## src/rtl/rv32im_csr_exec.sv

```systemverilog
// Zicsr executor: one read-modify-write access into the CSR file per instruction.
// The old CSR value goes back to writeback over a valid/ready handshake.
module rv32im_csr_exec #(
  parameter int XLEN   = 32,
  parameter int CSR_AW = 12
) (
  input  logic              clk_i,
  input  logic              rst_n_i,
  input  logic              req_valid_i,
  output logic              req_ready_o,
  input  logic [2:0]        funct3_i,
  input  logic [CSR_AW-1:0] csr_addr_i,
  input  logic [XLEN-1:0]   rs1_val_i,
  input  logic [4:0]        rs1_idx_i,
  input  logic [4:0]        rd_idx_i,
  input  logic [1:0]        priviledge_mode_i,
  output logic [CSR_AW-1:0] csr_addr_o,
  output logic              csr_read_en_o,
  input  logic [XLEN-1:0]   csr_rdata_i,
  output logic              csr_write_en_o,
  output logic [XLEN-1:0]   csr_wdata_o,
  output logic              wb_valid_o,
  input  logic              wb_ready_i,
  output logic [4:0]        wb_rd_o,
  output logic [XLEN-1:0]   wb_data_o,
  output logic              illegal_o
);

  typedef enum logic [1:0] {IDLE, READ, WRITE, RESP} state_t;

  state_t            state;
  logic [1:0]        op_kind;
  logic [XLEN-1:0]   op_val;
  logic [XLEN-1:0]   old_val;
  logic [4:0]        rd_reg;
  logic              do_rd;
  logic              do_wr;

  logic [XLEN-1:0]   req_op;
  logic              req_is_rw;
  logic              req_do_rd;
  logic              req_do_wr;
  logic              req_illegal;
  logic [XLEN-1:0]   rd_old;
  logic [XLEN-1:0]   new_val;

  // Decode of the incoming request; only consumed on the accept edge.
  always_comb begin
    req_op      = funct3_i[2] ? {{(XLEN-5){1'b0}}, rs1_idx_i} : rs1_val_i;
    req_is_rw   = (funct3_i[1:0] == 2'b01);
    req_do_rd   = req_is_rw ? (rd_idx_i != 5'd0) : 1'b1;
    // Set/clear forms write based on the rs1 field, not on the operand value.
    req_do_wr   = req_is_rw ? 1'b1 : (rs1_idx_i != 5'd0);
    req_illegal = (funct3_i[1:0] == 2'b00)
               || (req_do_wr && (csr_addr_i[11:10] == 2'b11))
               || (csr_addr_i[9:8] > priviledge_mode_i);
  end

  always_comb begin
    rd_old = do_rd ? csr_rdata_i : '0;
    case (op_kind)
      2'b01:   new_val = op_val;
      2'b10:   new_val = rd_old | op_val;
      default: new_val = rd_old & ~op_val;
    endcase
  end

  always_ff @(posedge clk_i or negedge rst_n_i) begin
    if (!rst_n_i) begin
      state          <= IDLE;
      req_ready_o    <= 1'b1;
      csr_read_en_o  <= 1'b0;
      csr_write_en_o <= 1'b0;
      wb_valid_o     <= 1'b0;
      illegal_o      <= 1'b0;
      wb_rd_o        <= '0;
      wb_data_o      <= '0;
      csr_wdata_o    <= '0;
      csr_addr_o     <= '0;
      op_kind        <= '0;
      op_val         <= '0;
      old_val        <= '0;
      rd_reg         <= '0;
      do_rd          <= 1'b0;
      do_wr          <= 1'b0;
    end else begin
      case (state)
        IDLE: begin
          if (req_valid_i) begin
            req_ready_o <= 1'b0;
            op_kind     <= funct3_i[1:0];
            op_val      <= req_op;
            rd_reg      <= rd_idx_i;
            do_rd       <= req_do_rd;
            do_wr       <= req_do_wr;
            if (req_illegal) begin
              state      <= RESP;
              wb_valid_o <= 1'b1;
              illegal_o  <= 1'b1;
              wb_rd_o    <= '0;
              wb_data_o  <= '0;
            end else begin
              state         <= READ;
              csr_addr_o    <= csr_addr_i;
              csr_read_en_o <= req_do_rd;
            end
          end
        end
        READ: begin
          csr_read_en_o <= 1'b0;
          old_val       <= rd_old;
          if (do_wr) begin
            state          <= WRITE;
            csr_write_en_o <= 1'b1;
            csr_wdata_o    <= new_val;
          end else begin
            state      <= RESP;
            wb_valid_o <= 1'b1;
            wb_data_o  <= rd_old;
            wb_rd_o    <= rd_reg;
            illegal_o  <= 1'b0;
          end
        end
        WRITE: begin
          state          <= RESP;
          csr_write_en_o <= 1'b0;
          wb_valid_o     <= 1'b1;
          wb_data_o      <= old_val;
          wb_rd_o        <= rd_reg;
          illegal_o      <= 1'b0;
        end
        RESP: begin
          if (wb_ready_i) begin
            state       <= IDLE;
            wb_valid_o  <= 1'b0;
            illegal_o   <= 1'b0;
            req_ready_o <= 1'b1;
          end
        end
        default: state <= IDLE;
      endcase
    end
  end

endmodule

```

## config.mk

```make
export PLATFORM = sky130hd
export DESIGN_NAME = rv32im_csr_exec
export DESIGN_NICKNAME = d
export VERILOG_FILES = /design/src/rtl/rv32im_csr_exec.sv
export SDC_FILE = /design/constraint.sdc
export NUM_CORES = 1
export LEC_CHECK = 0
export CAP_MARGIN = 20
export CORE_ASPECT_RATIO = 0.8
export CORE_MARGIN = 4
export CORE_UTILIZATION = 25
export CTS_BUF_LIST = sky130_fd_sc_hd__clkbuf_4
export DETAILED_ROUTE_END_ITERATION = 8
export PLACE_DENSITY = 0.54
export SLEW_MARGIN = 15
export SYNTH_ARGS = -nofsm -noshare
export SYNTH_HDL_FRONTEND = slang
export SYNTH_SLANG_ARGS = --single-unit
```

## constraint.sdc

```tcl
create_clock -name clk_i -period 2 [get_ports clk_i]
set_input_delay 0.4 -clock clk_i [delete_from_list [all_inputs] [get_ports clk_i]]
set_output_delay 0.4 -clock clk_i [all_outputs]
set_load 0.01 [all_outputs]
```

==> metrics.cfg, run 1 <==
[power]
pg_comb_uw = 7510
p_seq_share_pct = 35.3
clock_power_share_pct = 14.2
powerDensity_nw_per_um2 = 1440
maxPowerGroup = combinational logic
p_clk_uw = 2100
seq-power_uw = 5250

[logic_synthesis]
yosysTopAreaCellShare_pct = 54.7
ys_seq_share_pct = 55.1
yosys_warnings = 0
top_cell = nand2_1
synth_area_um2 = 7310
ys_chip_area_um2 = 7310

[placement]
dp_hpwl_um = 16900
port_buffers = 180
place_congestion = 0.781

[route]
ant_nets = 0
drtIter0Drc = 389
wire_per_inst_um = 17.4
wl_met2_um = 10600
num_vias = 6336
vias_per_cell = 4.52
drc = 0

[timing]
timing.fmax_mhz = 500
fin_skew_ns = 0.0255
hold_viol = 0
period_used_pct = 99.9
setup_violations = 0
slew_headroom_pct = 60.2
period_needed_ns = 2.00

[grt]
met1_usage_pct = 19.9
grt_max_degree = 69
grt_pass1_vias = 6263
grt_pass1_wl_um = 36500
use_met2_pct = 22.4

[run]
maxCapViolations = 0
warning_count = 32

[floorplanning]
die_h_um = 161
dieArea_um2 = 32100
fp-utilization_pct = 25.6
num_rows = 55
ios = 181
core_area_um2 = 28600

[layout]
areaGrowthSynthToFinish_pct = 41.2
finish.instance_area_um2 = 10300

[outcome]
status = finished, final reports clean

[setup_path]
ff2ff_path_depth = 10
worstReg2RegEnd = wb_data_o[16]
max_stage_delay_ns = 0.48
timing.rr.start = state[0]
cp_slowest_cell = or4_4

[cts]
cts_tree = done
hold_buffers = 1
htree_levels = 4
cts_buffer_depth = 2
cts-root-buf = clkbuf_4

[worst_hold_path]
whs_path_depth = 3

==> run 1: cell usage in the layout (no fill, tap or decap), types with 7 or more instances in the layout <==
master,synthesis,final
clkdlybuf4s50_1,0,136
dlygate4sd2_1,0,18
inv_1,41,41
nor3_1,34,34
nand2b_1,28,28
dlymetal6s2s_1,0,21
nand2_1,239,237
buf_12,0,9
clkbuf_4,0,18
dfrtp_1,160,159
mux2_2,22,17
mux2i_1,8,7
o21ai_0,138,138
nand3_1,33,33
buf_4,4,32
a21oi_1,35,34
==> run 1: cell families (layout without fill, tap and decap cells) <==
family / Yosys count / count (layout) / synth area share [%]
buf+inv: 96 / 301 / 5.29
simple gates: 347 / 347 / 20.4
other cells: 0 / 1 / 0
compound gates: 183 / 183 / 13.2
mux: 30 / 30 / 4.48
fa+ha+maj: 9 / 9 / 1.54
flops: 161 / 161 / 55.1
==> run 1: worst max-delay path, delay by kind of cell <==
family	cells	cell delay, ns
AND/OR/NAND/NOR	2	0.78
multiplexers	1	0.30
AND-OR/OR-AND	1	0.44
buffers and inverters	3	0.53
==> run 1: cell type report <==
cell class                 count  area [um2]
tap                          370         463
sequential                   161        4030
fill                        2952       18200
clock inverter                14         165
antenna                        1        2.50
timing repair buffer         228        2370
clock buffer                  18         135
inverter                      41         154
multi-input combinational    569        3000
==> run 1: stage by stage <==
stage | utilization [%] | TNS, ns | setup slack (ns) | power [uW] | instances
floorplan | - | -4.42 | -0.160 | 9250 | 826
global placement | 34.2 | -33.34 | -0.647 | 12100 | 1359
detailed placement | 34.2 | -36.07 | -0.732 | 12300 | 1359
CTS | 35.5 | 0 | 0.000758 | 14700 | 1397
global route | 36.2 | -0.0565 | -0.0198 | 16200 | 1401
finish | 36.2 | 0 | 0.00159 | 14900 | 1402
run_1/layer_met1.png
Cells faint in the background.
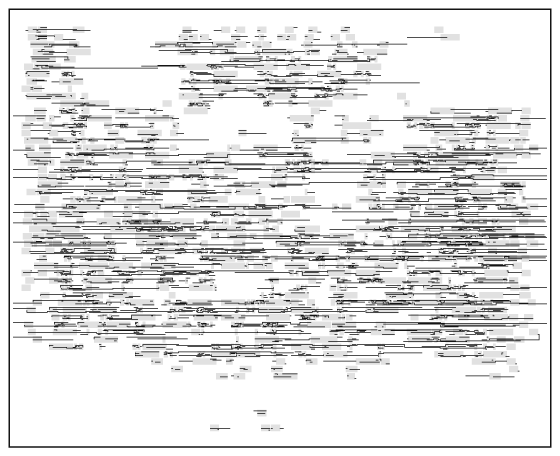
The layer carries 11200 um of wire. 991 nets have wire on it. The longest straight run is 74.5 um. The layer holds 46% of the routed length. The wires run mostly horizontal.

run_1/layer_met2.png
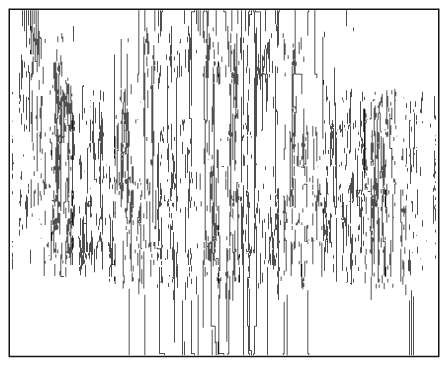
The longest straight run is 72.1 um. The layer carries 10600 um of wire.

run_1/layer_met4.png
Cells faint in the background.
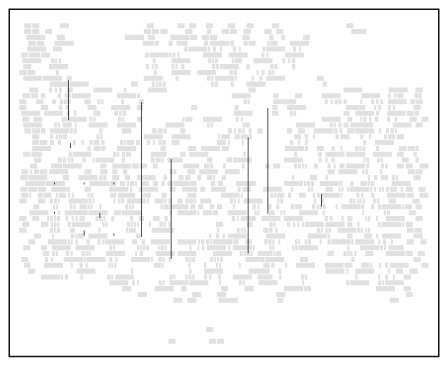
The wires run mostly vertical. The longest straight run is 62.6 um. 10 nets have wire on it.

run_1/cell_density.png
The bar under the picture is 50 um long. The die is cut into 20 by 16 equal tiles; dark blue is low, red is high, 0 to 100% covered.
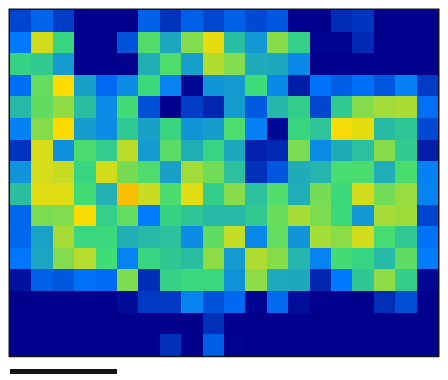
The emptiest ninth of the die: south-west. The fullest tile reaches 78%. The densest ninth of the die: west.

==> run 2: changes to the inputs <==
--- a/config.mk
+++ b/config.mk
@@ -8,10 +8,10 @@
 export CAP_MARGIN = 20
 export CORE_ASPECT_RATIO = 0.8
 export CORE_MARGIN = 4
-export CORE_UTILIZATION = 25
+export CORE_UTILIZATION = 46
 export CTS_BUF_LIST = sky130_fd_sc_hd__clkbuf_4
 export DETAILED_ROUTE_END_ITERATION = 8
-export PLACE_DENSITY = 0.54
+export PLACE_DENSITY = 0.84
 export SLEW_MARGIN = 15
 export SYNTH_ARGS = -nofsm -noshare
 export SYNTH_HDL_FRONTEND = slang
run_2/congestion.png
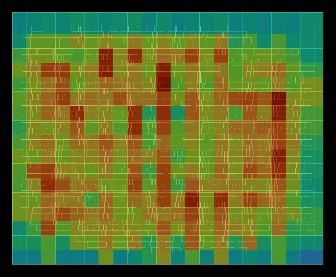
most used routing layer: met2
All-Layer GR Usage: 23.8%

==> run 2 against run 1 <==
  * The flow now finishes with violations (setup timing)
  * Non-clock buffer count is 9 lower
  * Critical endpoint is now csr_addr_o[6]
  * Clock skew is 0.0037 ns higher
  * Area after synthesis stayed put
  * Maximum frequency is 0.91% lower
  * Register-to-register slack worse by 0.06 ns
  * Sequential share of layout area is 0.99 points higher
  * Count of clock-buffer cells in the layout is 1 lower
  * Clock power is 6% higher
  * Via count is 2.2% higher
==> metrics.cfg, run 2 <==
[outcome]
status = finished with violations  ; was finished, final reports clean
violations = setup timing

[power]
pg_comb_uw = 7130  ; was 7510 uW
clock_power_share_pct = 15.1  ; was 14.2%
finalPower_uw = 14700  ; was 14900 uW
powerDensity_nw_per_um2 = 1460  ; was 1440 nW/um2
p_seq_share_pct = 36.3  ; was 35.3%
maxPowerGroup = combinational logic  ; unchanged
seq-power_uw = 5320  ; was 5250 uW
p_switching_uw = 5950  ; was 6140 uW
p_clk_uw = 2220  ; was 2100 uW

[cts]
cts_tree = done  ; unchanged
htree_levels = 4  ; unchanged
cts-root-buf = clkbuf_4  ; unchanged
cts_buffer_depth = 2  ; unchanged

[setup_path]
cp_slowest_cell = clkdlybuf4s50_1  ; was or4_4
max_stage_delay_ns = 0.45  ; was 0.48 ns

[placement]
place_inst = 1192  ; was 1359
dp_hpwl_um = 14600  ; was 16900 um
place_congestion = 0.905  ; was 0.781
place_ws_ns = -0.693  ; was -0.732 ns
port_buffers = 180  ; unchanged

[route]
vias_per_cell = 5.26  ; was 4.52
wl_met2_um = 10200  ; was 10600 um
num_vias = 6477  ; was 6336
wire_per_inst_um = 17.2  ; was 17.4 um
drc = 0  ; unchanged
ant_nets = 0  ; unchanged
drtIter0Drc = 374  ; was 389

[floorplanning]
dieArea_um2 = 18000  ; was 32100 um2
ios = 181  ; unchanged
core_area_um2 = 15300  ; was 28600 um2
num_rows = 40  ; was 55
fp-utilization_pct = 47.8  ; was 25.6%
die_h_um = 121  ; was 161 um
taps = 210  ; was 370

[logic_synthesis]
yosys_warnings = 0  ; unchanged
synth_area_um2 = 7310  ; unchanged
ys_chip_area_um2 = 7310  ; unchanged
top_cell = nand2_1  ; unchanged
ys_seq_share_pct = 55.1  ; unchanged
yosysTopAreaCellShare_pct = 54.7  ; unchanged

[layout]
clk_share_pct = 3.27  ; was 2.91%
fin_util_pct = 65.8  ; was 36.2%
n_antenna_cell = 0  ; was 1
largest_class = registers  ; unchanged
areaGrowthSynthToFinish_pct = 37.7  ; was 41.2%
finish.instance_area_um2 = 10100  ; was 10300 um2
final-comb-area_um2 = 2990  ; was 3000 um2
lay_top_cells = 237 x nand2_1, 159 x dfrtp_1, 158 x clkdlybuf4s50_1  ; was 237 x nand2_1, 159 x dfrtp_1, 138 x o21ai_0
lay_top_count = nand2_1  ; unchanged
final-nonclk-buf-share_pct = 22.9  ; was 23.0%
stdcell_count = 1232  ; was 1402
sh_seq_area_pct = 40.0  ; was 39.0%
ff_count = 161  ; unchanged
nNonClkInverters = 41  ; unchanged
regArea_um2 = 4030  ; unchanged
fill_cells = 1267  ; was 2952
nClkBuffers = 17  ; was 18
nMultiInputCombCells = 569  ; unchanged
n_all_buffers = 219  ; was 228

[timing]
maxSlewViolCount = 0  ; unchanged
setup_violations = 6  ; was 0
hold_viol = 0  ; unchanged
setup_slack_ns = -0.0167  ; was 0.00159 ns
fin_skew_ns = 0.0292  ; was 0.0255 ns
period_needed_ns = 2.02  ; was 2.00 ns
slew_headroom_pct = 66.3  ; was 60.2%
whs_ns = 0.205  ; was 0.166 ns
period_used_pct = 101  ; was 99.9%
finalSetupTns_ns = -0.0590  ; was 0 ns

[grt]
met1_usage_pct = 31.1  ; was 19.9%
grt_pass1_wl_um = 33400  ; was 36500 um
grt_pass1_vias = 6390  ; was 6263
grt_max_degree = 65  ; was 69
use_met2_pct = 38.6  ; was 22.4%

[run]
warning_count = 33  ; was 32

run_2/layer_met4.png
Cells faint in the background.
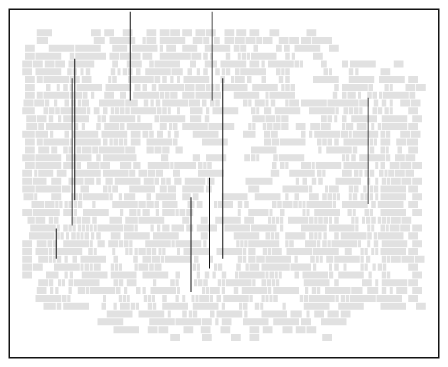
The longest straight run is 62.6 um. 9 nets have wire on it. The wires run mostly vertical. The layer carries 335 um of wire.

## run 2: netlist changes by cell type in the layout (fill, tap and decap cells not counted), sizes merged, moves of 5 or more
| cell | previous run | this run |
|---|---|---|
| buf | 45 | 38 |
| clkbuf | 24 | 18 |
| clkdlybuf4s50 | 136 | 158 |
| clkinv | 9 | 3 |
| dlygate4sd2 | 18 | 3 |
| dlymetal6s2s | 21 | 15 |
| inv | 42 | 47 |
## run 2: cell families (layout without fill, tap and decap cells)
group,count (synthesis),in the layout,synth area share (%)
AND-OR/OR-AND,183,183,13.2
adder cells (fa/ha/maj),9,9,1.54
buffers and inverters,96,292,5.29
flip-flops,161,161,55.1
multiplexers,30,30,4.48
AND/OR/NAND/NOR,347,347,20.4
## run 2: path summary, 6_finish.rpt
| check | slack, ns | to | start | depth (start not counted) |
|---|---|---|---|---|
| setup / recovery | -0.02 | csr_addr_o[6] | csr_addr_i[9] | 8 |
| hold / removal | 0.20 | op_val[2] | rs1_idx_i[2] | 3 |
| setup reg to reg | 0.13 | csr_addr_o[6] | state[0] | 7 |
| hold reg to reg | 0.49 | csr_wdata_o[27] | csr_wdata_o[27] | 2 |
| max in group asynchronous | 1.04 | req_ready_o | rst_n_i | 3 |
| min in group asynchronous | 0.33 | wb_rd_o[2] | rst_n_i | 2 |
## run 2: what timing repair did
action                                 4_1_cts  5_1_grt
resized                                     21       20
setup endpoints to repair                   51       60
gates cloned                                 2        1
endpoints found under the hold margin       33        0
pin swaps                                    4        3
setup buffers                                4        0
hold buffers                                 1        0
## run 2: worst max-delay path: cells and delay by family
family / cells / cell delay, ns
adders and majority gates: 1 / 0.34
muxes: 1 / 0.33
and+or+nand+nor: 2 / 0.43
buffers and inverters: 3 / 0.75
AOI/OAI and AO/OA: 1 / 0.18
No activity file was given, so power comes from the tool's default toggle rates.
